==> config.mk <==
export PLATFORM = sky130hd
export DESIGN_NAME = write_buffer
export DESIGN_NICKNAME = d
export VERILOG_FILES = /design/src/rtl/write_buffer.sv
export SDC_FILE = /design/constraint.sdc
export NUM_CORES = 1
export LEC_CHECK = 0
export CAP_MARGIN = 25
export CORE_ASPECT_RATIO = 0.5
export CORE_MARGIN = 4
export CORE_UTILIZATION = 58
export DETAILED_ROUTE_END_ITERATION = 7
export PLACE_DENSITY = 0.84
export SYNTH_ARGS = -nofsm -noshare
export SYNTH_HDL_FRONTEND = slang
export SYNTH_SLANG_ARGS = --single-unit
==> constraint.sdc <==
create_clock -name clk -period 7.95 [get_ports clk]
set_input_delay 1.1925 -clock clk [delete_from_list [all_inputs] [get_ports clk]]
set_output_delay 1.1925 -clock clk [all_outputs]
set_load 0.01 [all_outputs]
==> src/rtl/write_buffer.sv <==
// write_buffer -- posted-write FIFO between a write-through cache and main memory.
//
// Cache writes are absorbed into a DEPTH-entry FIFO and complete one cycle after
// acceptance. The FIFO drains to memory in order. A read waits until every older
// write has reached memory, then goes to memory itself. This keeps
// read-after-write coherent.
//
// Optional feature (macro WRITE_BUFFER_FWD_EN): a read whose word address
// (addr[AW-1:2]) matches a buffered write is answered directly from the youngest
// matching entry, one cycle after accept, without a memory access.
//
// Ports:
//   clk        clock, rising edge
//   rst        asynchronous active-low reset (0 = reset)
//   up_req     cache request, sampled only while up_ready=1
//   up_we      1 = write, 0 = read
//   up_addr    byte address
//   up_wdata   write data
//   up_ready   buffer can accept a request this cycle
//   up_done    one-cycle completion pulse
//   up_rdata   read data, valid while up_done=1
//   mem_req    memory request pulse
//   mem_we     memory write enable
//   mem_addr   memory address, held from mem_req until mem_done
//   mem_wdata  memory write data, held from mem_req until mem_done
//   mem_ready  memory idle and able to accept
//   mem_done   memory completion pulse
//   mem_rdata  memory read data, valid with mem_done
//   occupancy  number of buffered writes
//   empty      occupancy == 0
module write_buffer #(
  parameter int DEPTH = 4,
  parameter int AW    = 16,
  parameter int DW    = 32
) (
  input  logic                     clk,
  input  logic                     rst,
  input  logic                     up_req,
  input  logic                     up_we,
  input  logic [AW-1:0]            up_addr,
  input  logic [DW-1:0]            up_wdata,
  output logic                     up_ready,
  output logic                     up_done,
  output logic [DW-1:0]            up_rdata,
  output logic                     mem_req,
  output logic                     mem_we,
  output logic [AW-1:0]            mem_addr,
  output logic [DW-1:0]            mem_wdata,
  input  logic                     mem_ready,
  input  logic                     mem_done,
  input  logic [DW-1:0]            mem_rdata,
  output logic [$clog2(DEPTH):0]   occupancy,
  output logic                     empty
);

  localparam int PW = $clog2(DEPTH);
  localparam int CW = PW + 1;
  localparam logic [CW-1:0] DEPTH_C = CW'(DEPTH);

  typedef enum logic {D_IDLE, D_WAIT} d_state_t;
  typedef enum logic [2:0] {R_IDLE, R_DRAIN, R_ISSUE, R_WAIT, R_RESP} r_state_t;

  d_state_t d_state, d_next;
  r_state_t r_state, r_next;

  logic [AW-1:0] addr_q [DEPTH];
  logic [DW-1:0] data_q [DEPTH];
  logic [PW-1:0] head, tail;
  logic [CW-1:0] count;
  logic [AW-1:0] r_addr;

  logic          full;
  logic          wr_acc, rd_acc;
  logic          drain_issue, drain_pop;
  logic          read_issue, read_cap;
  logic          fwd_hit;
  logic [DW-1:0] fwd_data;

  assign full      = (count == DEPTH_C);
  assign empty     = (count == '0);
  assign occupancy = count;
  // Registered state only: up_req never feeds back into up_ready.
  assign up_ready  = !full && (r_state == R_IDLE);
  assign wr_acc    = up_req &  up_we & up_ready;
  assign rd_acc    = up_req & ~up_we & up_ready;

`ifdef WRITE_BUFFER_FWD_EN
  logic [PW-1:0] idx;
  // Walk entries oldest to youngest so the last match wins.
  always_comb begin
    fwd_hit  = 1'b0;
    fwd_data = '0;
    idx      = head;
    for (int i = 0; i < DEPTH; i++) begin
      idx = head + PW'(i);
      if ((CW'(i) < count) && (addr_q[idx][AW-1:2] == up_addr[AW-1:2])) begin
        fwd_hit  = 1'b1;
        fwd_data = data_q[idx];
      end
    end
  end
`else
  assign fwd_hit  = 1'b0;
  assign fwd_data = '0;
`endif

  always_comb begin
    d_next      = d_state;
    drain_issue = 1'b0;
    drain_pop   = 1'b0;
    case (d_state)
      D_IDLE: if (!empty && mem_ready) begin
        drain_issue = 1'b1;
        d_next      = D_WAIT;
      end
      D_WAIT: if (mem_done) begin
        drain_pop = 1'b1;
        d_next    = D_IDLE;
      end
      default: d_next = D_IDLE;
    endcase
  end

  // Reads only reach R_ISSUE once the FIFO is empty and the drain engine is
  // idle. No write can be accepted outside R_IDLE, so the memory port is never
  // contended.
  always_comb begin
    r_next     = r_state;
    read_issue = 1'b0;
    read_cap   = 1'b0;
    case (r_state)
      R_IDLE:  if (rd_acc) r_next = fwd_hit ? R_RESP : R_DRAIN;
      R_DRAIN: if (empty && (d_state == D_IDLE)) r_next = R_ISSUE;
      R_ISSUE: if (mem_ready) begin
        read_issue = 1'b1;
        r_next     = R_WAIT;
      end
      R_WAIT:  if (mem_done) begin
        read_cap = 1'b1;
        r_next   = R_RESP;
      end
      R_RESP:  r_next = R_IDLE;
      default: r_next = R_IDLE;
    endcase
  end

  always_ff @(posedge clk or negedge rst) begin
    if (!rst) begin
      d_state   <= D_IDLE;
      r_state   <= R_IDLE;
      head      <= '0;
      tail      <= '0;
      count     <= '0;
      up_done   <= 1'b0;
      up_rdata  <= '0;
      mem_req   <= 1'b0;
      mem_we    <= 1'b0;
      mem_addr  <= '0;
      mem_wdata <= '0;
    end else begin
      d_state <= d_next;
      r_state <= r_next;
      if (wr_acc)    tail <= tail + 1'b1;
      if (drain_pop) head <= head + 1'b1;
      case ({wr_acc, drain_pop})
        2'b10:   count <= count + 1'b1;
        2'b01:   count <= count - 1'b1;
        default: count <= count;
      endcase
      // The read FSM sits in R_RESP for exactly the cycle this pulse is high.
      up_done <= wr_acc | read_cap | (rd_acc & fwd_hit);
      if (read_cap)
        up_rdata <= mem_rdata;
      else if (rd_acc && fwd_hit)
        up_rdata <= fwd_data;
      mem_req <= drain_issue | read_issue;
      if (drain_issue) begin
        mem_we    <= 1'b1;
        mem_addr  <= addr_q[head];
        mem_wdata <= data_q[head];
      end else if (read_issue) begin
        mem_we   <= 1'b0;
        mem_addr <= r_addr;
      end else if (drain_pop) begin
        mem_we <= 1'b0;
      end
    end
  end

  // FIFO storage and the latched read address carry no reset; their validity
  // is tracked by count and by the read FSM.
  always_ff @(posedge clk) begin
    if (wr_acc) begin
      addr_q[tail] <= up_addr;
      data_q[tail] <= up_wdata;
    end
    if (rd_acc) r_addr <= up_addr;
  end

endmodule

==> images/sizing.png <==
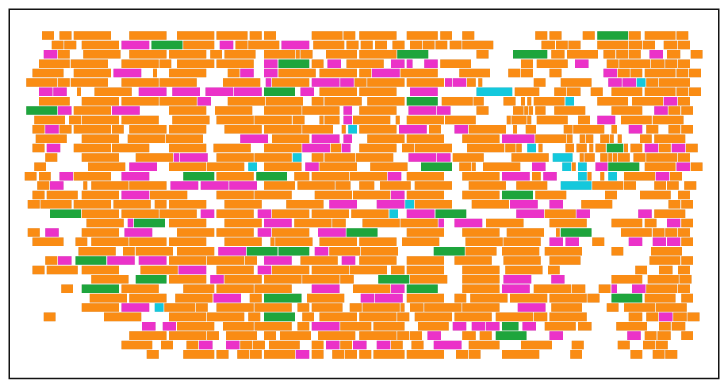
| color | size | cells | share |
|---|---|---|---|
| green | x6 and larger | 32 | 4.3% |
| magenta | x2 | 139 | 19% |
| orange | x1 and smaller | 550 | 75% |
| cyan | x3 and x4 | 16 | 2.2% |
nonclk buf count: 184
design area: 14,200 um^2

==> images/gates.png <==
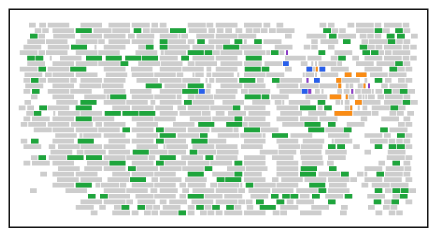
| color | family | cells |
|---|---|---|
| green | mux cells | 146 |
| blue | xor and xnor cells | 6 |
| purple | nand cells | 5 |
| orange | nor cells | 11 |
most numerous logic cell after layout: edfxtp_1
Comb area share: 18.0%
Layout Cells excl Fill: 996

==> summary.txt <==
run results: ys flops=approximately 300, number of diodes=0, most instantiated library cell after synthesis=edfxtp_1, largest net degree at the start of global routing=59, Crit Path Max Fanout=25, yosys stat chip area=11,300 um^2, Worst EP required=8130 ps, Clock power frac=24.6%, post-synthesis compound-gate area fraction=0.509%, biggest regs=data_q x128, addr_q x64, Post-Place Cell Area=13,300 um^2, Synth async-reset ratio=roughly 31%, CTS sink count=302, Final Hold Fails=0, DP Worst Slack=approximately 3800 ps, Routed Antenna Nets=0, Cells after Synth=527, status=complete, no violations, Max stage delay on crit path=720 ps, synthesized net count=619, Flops=between 300 and 400, tool warnings=29, global route total overflow=0, vias in the first global route=6,070, DR WL/cell=22.3 um, CP Cell Sequence=clkdlybuf4s50_1 -> nand2_1 -> nor4b_2 -> and2_2 -> buf_4, Seq power=approximately 2.2 mW, sw frac=27.1%, total power=roughly 5.1 mW, CTS tree=built, Worst-Skew Late Latency=520 ps, sequential fraction of total cell area=60.6%, Initial Util=60.3%, inverters=13, Max Buffers Root-to-Sink=3, Peak supply drop=~0.26 mV, Hold Slack=486 ps, met2 Resource Use GR=about a third, crit path DAT=3740 ps, transition time of the tightest slew-check pin=836 ps, dominant kind of cell=registers, Die Size=21,900 um^2, Power Clock=roughly 1.2 mW, comb_multi_in=190, Reg power frac=~44%, final setup fails=0, DRC violations left=0, Slew Limit Headroom=44.3%, Dominant cell area share=55.3%, Crit. Startpoint=up_we, syn_area_per_cell=~21 um^2, setup bufs post-CTS=0, register area=about 8600 um^2, Area Overhead vs Synth=25.7%, Die Span Y=107 um, clock buffers=38, min Tclk post-route=roughly 3600 ps, num ports=174, Power Density=356 nW/um^2, most numerous logic cells after layout=edfxtp_1, clkdlybuf4s50_1, dfrtp_1, worst r2r src=r_state[2], Vias/cell=5.62, Well Taps=259, fin worst setup slack=~4400 ps
No activity file was given, so power comes from the tool's default toggle rates.
